[src/rtl/ddr3_rd_arb.sv]
// rtl/ddr3_rd_arb.sv - two-master read arbiter in front of the DDR3 read converter (option: DDR3_RD_ARB_FIXED_PRIO_EN)

module rstn_sync (
  input  logic clk,
  input  logic i_rstn,
  output logic o_rstn
);
  logic [1:0] r_sync;

  // assert immediately, release after two clean clock edges
  always_ff @(posedge clk or negedge i_rstn) begin
    if (!i_rstn) r_sync <= 2'b00;
    else         r_sync <= {r_sync[0], 1'b1};
  end

  assign o_rstn = r_sync[1];
endmodule

module ddr3_rd_arb (
  input  logic        clk,
  input  logic        rstn,
  input  logic [3:0]  M0_RD_ADDR_ID,
  input  logic [27:0] M0_RD_ADDR,
  input  logic [7:0]  M0_RD_ADDR_LEN,
  input  logic [1:0]  M0_RD_ADDR_BURST,
  input  logic        M0_RD_ADDR_VALID,
  output logic        M0_RD_ADDR_READY,
  output logic [3:0]  M0_RD_BACK_ID,
  output logic [31:0] M0_RD_DATA,
  output logic [1:0]  M0_RD_DATA_RESP,
  output logic        M0_RD_DATA_LAST,
  output logic        M0_RD_DATA_VALID,
  input  logic        M0_RD_DATA_READY,
  input  logic [3:0]  M1_RD_ADDR_ID,
  input  logic [27:0] M1_RD_ADDR,
  input  logic [7:0]  M1_RD_ADDR_LEN,
  input  logic [1:0]  M1_RD_ADDR_BURST,
  input  logic        M1_RD_ADDR_VALID,
  output logic        M1_RD_ADDR_READY,
  output logic [3:0]  M1_RD_BACK_ID,
  output logic [31:0] M1_RD_DATA,
  output logic [1:0]  M1_RD_DATA_RESP,
  output logic        M1_RD_DATA_LAST,
  output logic        M1_RD_DATA_VALID,
  input  logic        M1_RD_DATA_READY,
  output logic [3:0]  S_RD_ADDR_ID,
  output logic [27:0] S_RD_ADDR,
  output logic [7:0]  S_RD_ADDR_LEN,
  output logic [1:0]  S_RD_ADDR_BURST,
  output logic        S_RD_ADDR_VALID,
  input  logic        S_RD_ADDR_READY,
  input  logic [3:0]  S_RD_BACK_ID,
  input  logic [31:0] S_RD_DATA,
  input  logic [1:0]  S_RD_DATA_RESP,
  input  logic        S_RD_DATA_LAST,
  input  logic        S_RD_DATA_VALID,
  output logic        S_RD_DATA_READY
);
  typedef enum logic [1:0] {ST_IDLE = 2'd0, ST_ADDR = 2'd1, ST_DATA = 2'd2} state_t;

  state_t      r_state, w_state_nxt;
  logic        w_rstn;
  logic        w_req, w_sel, w_addr_hs, w_dat_hs, w_s_rdy;
  logic        w_to_m0, w_to_m1, w_resp_err;
  logic [1:0]  w_resp;
  logic [3:0]  r_id;
  logic [27:0] r_addr;
  logic [7:0]  r_len, r_beat_cnt;
  logic [1:0]  r_burst;
  logic        r_gnt;

  rstn_sync u_rstn_sync (
    .clk    (clk),
    .i_rstn (rstn),
    .o_rstn (w_rstn)
  );

  assign w_req = M0_RD_ADDR_VALID | M1_RD_ADDR_VALID;

`ifdef DDR3_RD_ARB_FIXED_PRIO_EN
  // master 0 wins any tie; master 1 only when alone
  assign w_sel = ~M0_RD_ADDR_VALID;
`else
  logic r_rr_ptr;

  // a tie goes to r_rr_ptr; a lone requester always wins
  assign w_sel = (M0_RD_ADDR_VALID && M1_RD_ADDR_VALID) ? r_rr_ptr : ~M0_RD_ADDR_VALID;

  // hand priority to the other master once a burst completes
  always_ff @(posedge clk or negedge w_rstn) begin
    if (!w_rstn)                          r_rr_ptr <= 1'b0;
    else if (w_dat_hs && S_RD_DATA_LAST)  r_rr_ptr <= ~r_gnt;
  end
`endif

  // readies are held low while the synchronized reset is active
  assign w_addr_hs = (r_state == ST_IDLE) && w_req && w_rstn;
  assign w_s_rdy   = r_gnt ? M1_RD_DATA_READY : M0_RD_DATA_READY;
  assign w_dat_hs  = (r_state == ST_DATA) && S_RD_DATA_VALID && w_s_rdy;

  // state register
  always_ff @(posedge clk or negedge w_rstn) begin
    if (!w_rstn) r_state <= ST_IDLE;
    else         r_state <= w_state_nxt;
  end

  // next state and handshake readies
  always_comb begin
    w_state_nxt      = r_state;
    M0_RD_ADDR_READY = 1'b0;
    M1_RD_ADDR_READY = 1'b0;
    S_RD_DATA_READY  = 1'b0;
    case (r_state)
      ST_IDLE: begin
        if (w_addr_hs) begin
          M0_RD_ADDR_READY = ~w_sel;
          M1_RD_ADDR_READY = w_sel;
          w_state_nxt      = ST_ADDR;
        end
      end
      ST_ADDR: begin
        if (S_RD_ADDR_READY) w_state_nxt = ST_DATA;
      end
      ST_DATA: begin
        S_RD_DATA_READY = w_s_rdy;
        if (w_dat_hs && S_RD_DATA_LAST) w_state_nxt = ST_IDLE;
      end
      default: w_state_nxt = ST_IDLE;
    endcase
  end

  // capture the winning request and count down the expected beats
  always_ff @(posedge clk or negedge w_rstn) begin
    if (!w_rstn) begin
      r_id       <= 4'd0;
      r_addr     <= 28'd0;
      r_len      <= 8'd0;
      r_burst    <= 2'd0;
      r_gnt      <= 1'b0;
      r_beat_cnt <= 8'd0;
    end else if (w_addr_hs) begin
      r_id       <= w_sel ? M1_RD_ADDR_ID    : M0_RD_ADDR_ID;
      r_addr     <= w_sel ? M1_RD_ADDR       : M0_RD_ADDR;
      r_len      <= w_sel ? M1_RD_ADDR_LEN   : M0_RD_ADDR_LEN;
      r_burst    <= w_sel ? M1_RD_ADDR_BURST : M0_RD_ADDR_BURST;
      r_gnt      <= w_sel;
      r_beat_cnt <= w_sel ? M1_RD_ADDR_LEN   : M0_RD_ADDR_LEN;
    end else if (w_dat_hs && (r_beat_cnt != 8'd0)) begin
      r_beat_cnt <= r_beat_cnt - 8'd1;
    end
  end

  assign S_RD_ADDR_VALID = (r_state == ST_ADDR);
  assign S_RD_ADDR_ID    = r_id;
  assign S_RD_ADDR       = r_addr;
  assign S_RD_ADDR_LEN   = r_len;
  assign S_RD_ADDR_BURST = r_burst;

  // a burst whose LAST disagrees with its LEN is flagged SLVERR on the offending beat
  assign w_resp_err = S_RD_DATA_LAST ? (r_beat_cnt != 8'd0) : (r_beat_cnt == 8'd0);
  assign w_resp     = w_resp_err ? 2'b10 : S_RD_DATA_RESP;

  assign w_to_m0 = (r_state == ST_DATA) && !r_gnt;
  assign w_to_m1 = (r_state == ST_DATA) &&  r_gnt;

  assign M0_RD_DATA_VALID = w_to_m0 & S_RD_DATA_VALID;
  assign M0_RD_DATA_LAST  = w_to_m0 & S_RD_DATA_LAST;
  assign M0_RD_DATA       = w_to_m0 ? S_RD_DATA    : 32'd0;
  assign M0_RD_BACK_ID    = w_to_m0 ? S_RD_BACK_ID : 4'd0;
  assign M0_RD_DATA_RESP  = w_to_m0 ? w_resp       : 2'd0;

  assign M1_RD_DATA_VALID = w_to_m1 & S_RD_DATA_VALID;
  assign M1_RD_DATA_LAST  = w_to_m1 & S_RD_DATA_LAST;
  assign M1_RD_DATA       = w_to_m1 ? S_RD_DATA    : 32'd0;
  assign M1_RD_BACK_ID    = w_to_m1 ? S_RD_BACK_ID : 4'd0;
  assign M1_RD_DATA_RESP  = w_to_m1 ? w_resp       : 2'd0;
endmodule

[config.mk]
export PLATFORM = sky130hd
export DESIGN_NAME = ddr3_rd_arb
export DESIGN_NICKNAME = d
export VERILOG_FILES = /design/src/rtl/ddr3_rd_arb.sv
export SDC_FILE = /design/constraint.sdc
export NUM_CORES = 1
export LEC_CHECK = 0
export ABC_CLOCK_PERIOD_IN_PS = 3850
export CAP_MARGIN = 10
export CORE_MARGIN = 2
export CORE_UTILIZATION = 34
export CTS_CLUSTER_DIAMETER = 100
export CTS_CLUSTER_SIZE = 24
export DETAILED_ROUTE_END_ITERATION = 8
export MAX_ROUTING_LAYER = met4
export PLACE_DENSITY = 0.82
export SLEW_MARGIN = 15
export SYNTH_ARGS = -nofsm -noshare
export SYNTH_HDL_FRONTEND = slang
export SYNTH_SLANG_ARGS = --single-unit
[constraint.sdc]
create_clock -name clk -period 3.85 [get_ports clk]
set_input_delay 0.385 -clock clk [delete_from_list [all_inputs] [get_ports clk]]
set_output_delay 0.385 -clock clk [all_outputs]
set_load 0.005 [all_outputs]
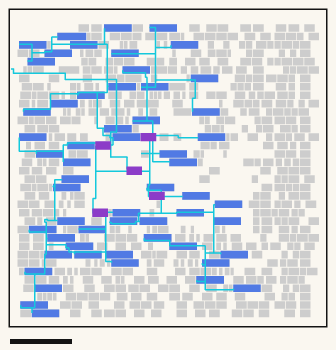
Figure 1: run 1, clock network drawn from the DEF.
Bar = 20 um.
Key: clock wires = cyan [length 693 um]; flip-flops = blue [count 56]; clock drivers = purple [count 5]
There are 6 routed clock nets.

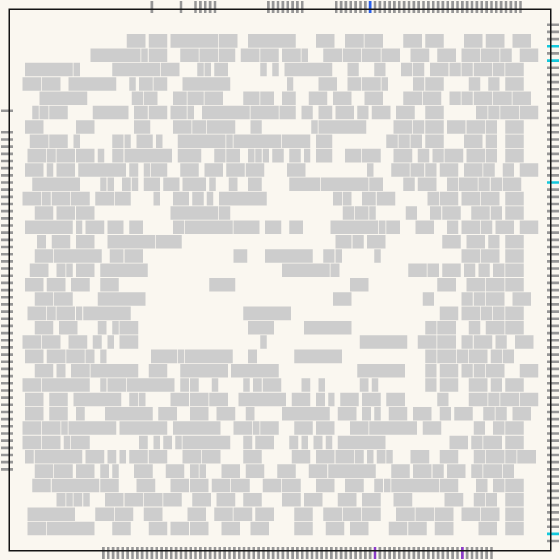
Figure 2: run 1, ports around the boundary.
Pins as bars across the die edge, other pins in grey.
Key: M0_RD_BACK_ID = cyan [pins 4, direction output, edge east]; S_RD_DATA_VALID = blue [pins 1, direction input, edge north]; M0_RD_ADDR_BURST = purple [pins 2, direction input, edge south]
All pins by edge: 81 south, 73 east, 54 north, 49 west.

==> ci_impl_report.md, run 1 <==
### Yosys + OpenROAD results

| Metric | Value |
|---|---|
| Outcome | finished, final reports clean |
| Ys Warns | 0 |
| Final Hold Vio Count | 0 |
| Drt pass-1 iters | 4 |
| Most area-hungry cell type in the Yosys netlist | dfrtp_1 |
| YS chip area | around 3300 sq um |
| Routed wl met2 | 6330 um |
| HP Class | in -> async |
| Max-area cell share | 42.6% |
| RSZ-0062 raised after global routing | no |
| Slew margin rel. | 45.8% |
| Detailed Place HPWL | between 9000 and 10000 um |
| WL final | 11600 um |
| Num CTS Buffers | 5 |
| Fin nets | 736 |
| DRT iter0 DRCs | 113 |
| Dominant Register Cell | dfrtp_1 |
| Crit Path Max Fanout | 9 |
| Slew Viols, Final | 0 |
| Met1 usage | 24.2% |
| Cts repair resizes | 0 |
| Slew @ Worst Pin | 0.809 ns |
| PD cells | ~510 nW/um^2 |
| Share of cells above drive strength 1 | 4.30% |
| Register area | 1400 sq um |
| CTS H-tree lvls | 2 |
| Biggest cell delay along the critical path | 0.69 ns |
| Routed Antenna Nets | 0 |
| Total GRT Usage | 22.6% |
| Worst-Skew Late Latency | 0.30 ns |
| Die area | 10500 sq um |
| Die width | between 100 and 150 um |
| Startpoint Class | flip-flop |
| VDD IR-drop max | 0.285 mV |
| Area Overhead vs Synth | 84.1% |
| Largest delay share family, worst path | simple AND/OR/NAND/NOR gates |
| Synthesized instance count | 359 |
| Die H | 102 um |
| Sequential area share after synthesis | approximately 43% |
| GRT Max-Usage Layer | met2 |
| Final tally of setup violations | 0 |
| Fin crit period | 3.41 ns |
| CTS Sinks | 56 |
| Log Warnings | 27 |
| Grt met3 use | 4.45% |
| Hold-fix buffers at CTS | 0 |
| Clock Tree Buf Depth | 2 |
| DR vias/cell | 4.80 |
| Antenna diodes | 0 |
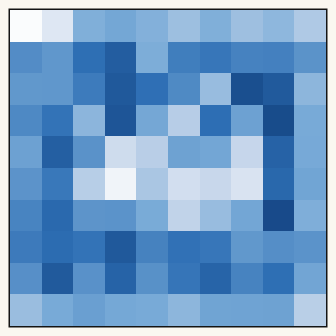
Figure 3: run 1, cell area per tile.
10 x 10 tiles, from white (low) to dark blue (high), 0 to 100% covered.
The emptiest ninth of the die: centre. The mean over all tiles is 56%. 16% of the tiles are over 75% full.
Core Util at FP: 35.3%
Core Util, Final: 65.0%
Core ar.: 9330 sq um

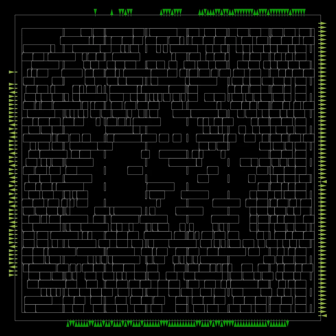
Figure 4: run 1, placed standard cells.
# fillers: 831
fin cells: 733
Cell Rows: 35
sequential share of cell area: 23.1%
Seq cells: 56

==> run 1: cell type report <==
| class | count | share of cell area (%) |
|---|---|---|
| Sequential cell | 56 | 23.1 |
| Clock inverter | 2 | 0.206 |
| Inverter | 13 | 0.805 |
| Clock buffer | 6 | 1.20 |
| Tap cell | 129 | 2.66 |
| Multi-Input combinational cell | 264 | 28.9 |
| Timing Repair Buffer | 263 | 43.1 |
==> run 1: final timing paths <==
check / depth (start not counted) / endpoint / start / slack, ns
worst max-delay path: 5 / M0_RD_DATA_RESP[0] / r_beat_cnt[4] / 0.44
worst min-delay path: 1 / u_rstn_sync.r_sync[0] / rstn / 0.23
worst max register to register: 4 / r_beat_cnt[5] / r_beat_cnt[4] / 1.53
worst min register to register: 0 / u_rstn_sync.r_sync[1] / u_rstn_sync.r_sync[0] / 0.36
max in group asynchronous: 1 / S_RD_ADDR[10] / u_rstn_sync.r_sync[1] / 2.88
min in group clk: 0 / u_rstn_sync.r_sync[1] / u_rstn_sync.r_sync[0] / 0.36
==> run 1: power by group <==
| group | internal, uW | switching, uW |
|---|---|---|
| registers | 852 | 170 |
| logic | 1030 | 703 |
| clock network | 128 | 190 |
==> run 1: Yosys cell counts (all sizes together) (2+ instances only) <==
| master | n |
|---|---|
| a41o | 4 |
| a21o | 4 |
| clkbuf | 21 |
| a221oi | 9 |
| a2bb2oi | 2 |
| buf | 5 |
| dfrtp | 56 |
| a21oi | 4 |
| nor2b | 2 |
| inv | 13 |
| a22o | 2 |
| and3 | 3 |
| o21ai | 35 |
| a22oi | 4 |
| a21boi | 3 |
| ha | 2 |
| nor3 | 2 |
| nor3b | 2 |
| nor2 | 6 |
| mux2i | 36 |
| nand2 | 45 |
| nor4 | 2 |
| or2 | 4 |
| a31oi | 3 |
| and2 | 77 |
| nand2b | 2 |
==> run 1: worst reg2reg max path, delay by kind of cell, from the launching register on <==
kind	cells	cell delay, ns
AND-OR/OR-AND	1	0.29
AND/OR/NAND/NOR	3	1.50
flip-flops	1	0.42
==> run 1: sequential cells by signal, summed over array words and instances, names as in the netlist <==
signal	flops
S_RD_ADDR	28
S_RD_ADDR_LEN	8
r_beat_cnt	8
S_RD_ADDR_ID	4
S_RD_ADDR_BURST	2
r_state	2
u_rstn_sync.r_sync	2
r_gnt	1
r_rr_ptr	1
==> run 1: stage by stage <==
| step | power (uW) | hold slack, ns | instances | util (%) | setup WS, ns |
|---|---|---|---|---|---|
| floorplan | 1750 | 0.0894 | 359 | - | 0.742 |
| detailed placement | 2790 | 0.345 | 725 | 64.1 | 0.790 |
| CTS | 3120 | 0.215 | 733 | 65.0 | 0.441 |
| global placement | 2730 | 0.336 | 725 | 64.1 | 0.816 |
| finish | 3080 | 0.227 | 733 | 65.0 | 0.440 |
| global route | 3320 | 0.211 | 733 | 65.0 | 0.292 |
==> run 1: cell families after synthesis <==
group                      after synthesis  synth area share, %
adders and majority gates                2                0.760
other                                    1                0.114
AOI/OAI and AO/OA                       75                 15.9
buffers and inverters                   39                 4.75
DFF                                     56                 42.6
and+or+nand+nor                        149                 24.7
xor gates and xnor gates                 1                0.266
muxes                                   36                 10.9
Figure 5. Metal 3 (run 1).
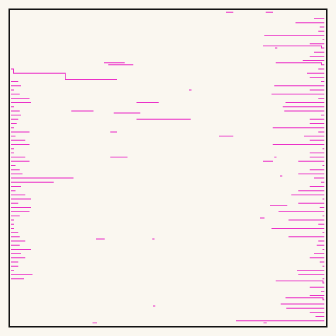

==> run 2: changes to the inputs <==
==> config.mk (replaced) <==
export PLATFORM = sky130hd
export DESIGN_NAME = ddr3_rd_arb
export DESIGN_NICKNAME = d
export VERILOG_FILES = /design/src/rtl/ddr3_rd_arb.sv
export SDC_FILE = /design/constraint.sdc
export NUM_CORES = 1
export LEC_CHECK = 0
export ABC_CLOCK_PERIOD_IN_PS = 4400
export CAP_MARGIN = 10
export CORE_MARGIN = 2
export CORE_UTILIZATION = 35
export CTS_CLUSTER_SIZE = 24
export DETAILED_ROUTE_END_ITERATION = 8
export MAX_ROUTING_LAYER = met4
export PLACE_DENSITY = 0.84
export SLEW_MARGIN = 15
export SYNTH_ARGS = -nofsm -noshare
export SYNTH_HDL_FRONTEND = slang
export SYNTH_SLANG_ARGS = --single-unit
==> constraint.sdc (replaced) <==
create_clock -name clk -period 4.4 [get_ports clk]
set_input_delay 0.44 -clock clk [delete_from_list [all_inputs] [get_ports clk]]
set_output_delay 0.44 -clock clk [all_outputs]
set_load 0.005 [all_outputs]
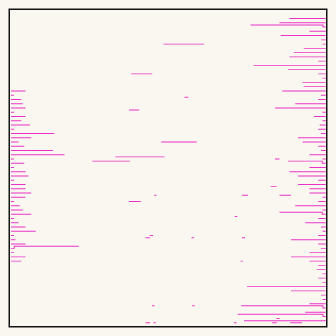
Figure 6: run 2, metal 3.
The layer carries 766 um of wire. 126 nets have wire on it. The layer holds 6.7% of the routed length. The wires run mostly horizontal.

==> ci_impl_report.md, run 2 <==
### Yosys + OpenROAD results

| Metric | Value |
|---|---|
| Core Util at FP | 35.8% (+0.50 points) |
| Sw power | 928 uW (-13%) |
| Dominant Register Cell | dfrtp_1 |
| Worst-Skew Late Latency | 0.30 ns (about the same) |
| Biggest cell delay along the critical path | 0.71 ns (+0.02 ns) |
| CTS Sinks | 56 (unchanged) |
| Die area | 10200 sq um (-2.7%) |
| HP Class | in -> async |
| Internal Power | 1760 uW (-12%) |
| Clock share of power | 10.2% (about the same) |
| Cts repair resizes | 0 (unchanged) |
| Area Overhead vs Synth | 83.4% |
| Most common cell in the netlist | and2_1 |
| Total GRT Usage | 22.7% (+0.096 points) |
| PD cells | 446 nW/um^2 (-12%) |
| Sequential area share after synthesis | 42.6% (unchanged) |
| Detailed Place HPWL | 9440 um (-2.4%) |
| Fin crit period | 3.49 ns |
| Hold slack | 0.291 ns (+0.0639 ns) |
| VDD IR-drop max | 0.234 mV (-18%) |
| Max reg flops | 28 (unchanged) |
| Gate power share | 56.7% (+0.2 points) |
| YS chip area | 3290 sq um (unchanged) |
| Most area-hungry cell type in the Yosys netlist | dfrtp_1 |
| DRT iter0 DRCs | 59 (-48%) |
| WL final | 11500 um (-1.1%) |
| Aoi share | 15.9% (unchanged) |
| Crit Path Max Fanout | 9 (unchanged) |
| DR vias/cell | 4.83 (+0.66%) |
| Fin nets | 736 (unchanged) |
| Routed wl met2 | 6100 um (-3.5%) |
| RSZ-0062 raised after global routing | no |
| Simple-gate portion of the synthesized area | 24.7% (unchanged) |
| Place WS | 1.28 ns (+0.491 ns) |
| Die width | 101 um (-1.4%) |
| Top cells by count | and2_1, dfrtp_1, nand2_1 |
| Startpoint Class | flip-flop |
| Sequential share of power | 33.1% (about the same) |
| Final tally of setup violations | 0 (unchanged) |
| Final Hold Vio Count | 0 (unchanged) |
| Outcome | finished, final reports clean |
| Switching portion of total power | 34.5% (-0.11 points) |
| Cell Rows | 35 (unchanged) |
| Logic family by area | simple AND/OR/NAND/NOR gates |
| Clock Tree Buf Depth | 2 (unchanged) |
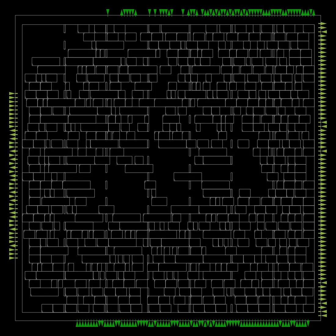
Figure 7: run 2, placed standard cells.
Core ar.: 9200 sq um
Core Util, Final: 65.7%
sequential share of cell area: 23.2%

run 2: cell counts after synthesis:
No cell type changed its count.
run 2: power by group through the flow:
stage | clock, uW | combinational, uW | sequential (uW)
3_5_place_dp | 0 | 1540 | 902
4_1_cts | 287 | 1550 | 893
2_1_floorplan | 0 | 630 | 903
3_3_place_gp | 0 | 1510 | 889
5_1_grt | 305 | 1670 | 922
6_report | 274 | 1530 | 892
run 2: layer usage:
layer | GRT usage, % | vias to the layer above
li1 | - | 1710
met2 | 41.5 | 142
met3 | 4.23 | 27
met1 | 23.7 | 1580
met5 | - | -
met4 | 9.56 | 0
run 2: cell type report:
type	count	area, sq um
diodes	1	2.50
clock buffers	7	76.3
clock inverters	1	8.76
fillers	777	3160
inverters	13	48.8
multi-input cells	264	1750
flip-flops and latches	56	1400
well taps	111	139
repair buffers	263	2620
run 2: path summary, 6_finish.rpt:
check                                           start  depth (start not counted)                     to  slack (ns)
worst min register to register  u_rstn_sync.r_sync[0]                          0  u_rstn_sync.r_sync[1]        0.38
worst max register to register          r_beat_cnt[4]                          4          r_beat_cnt[5]        2.05
worst max-delay path                    r_beat_cnt[4]                          5     M0_RD_DATA_RESP[0]        0.91
max in group asynchronous       u_rstn_sync.r_sync[1]                          1           S_RD_ADDR[2]        3.54
min in group clk                u_rstn_sync.r_sync[0]                          0  u_rstn_sync.r_sync[1]        0.38
worst min-delay path                             rstn                          1  u_rstn_sync.r_sync[0]        0.29
run 2: cell families after synthesis:
group,after synthesis
multiplexers,36
other,1
buffers and inverters,39
AND/OR/NAND/NOR,149
AND-OR/OR-AND,75
XOR/XNOR,1
adder cells (fa/ha/maj),2
flip-flops,56
run 2: per-stage QoR:
step                      total power (uW)  util, %  cells
after floorplan                       1530        -    359
after global placement                2400     64.7    707
after detailed placement              2440     64.7    707
after CTS                             2730     65.6    715
after global routing                  2890     65.7    716
final                                 2690     65.7    716
run 2: worst max-delay path: cells and delay by family (launching register included):
kind / cells / cell delay (ns)
simple gates: 3 / 1.46
xor+xnor: 1 / 0.34
buf+inv: 1 / 0.51
flops: 1 / 0.43
Power is estimated from default activity; no workload was simulated.
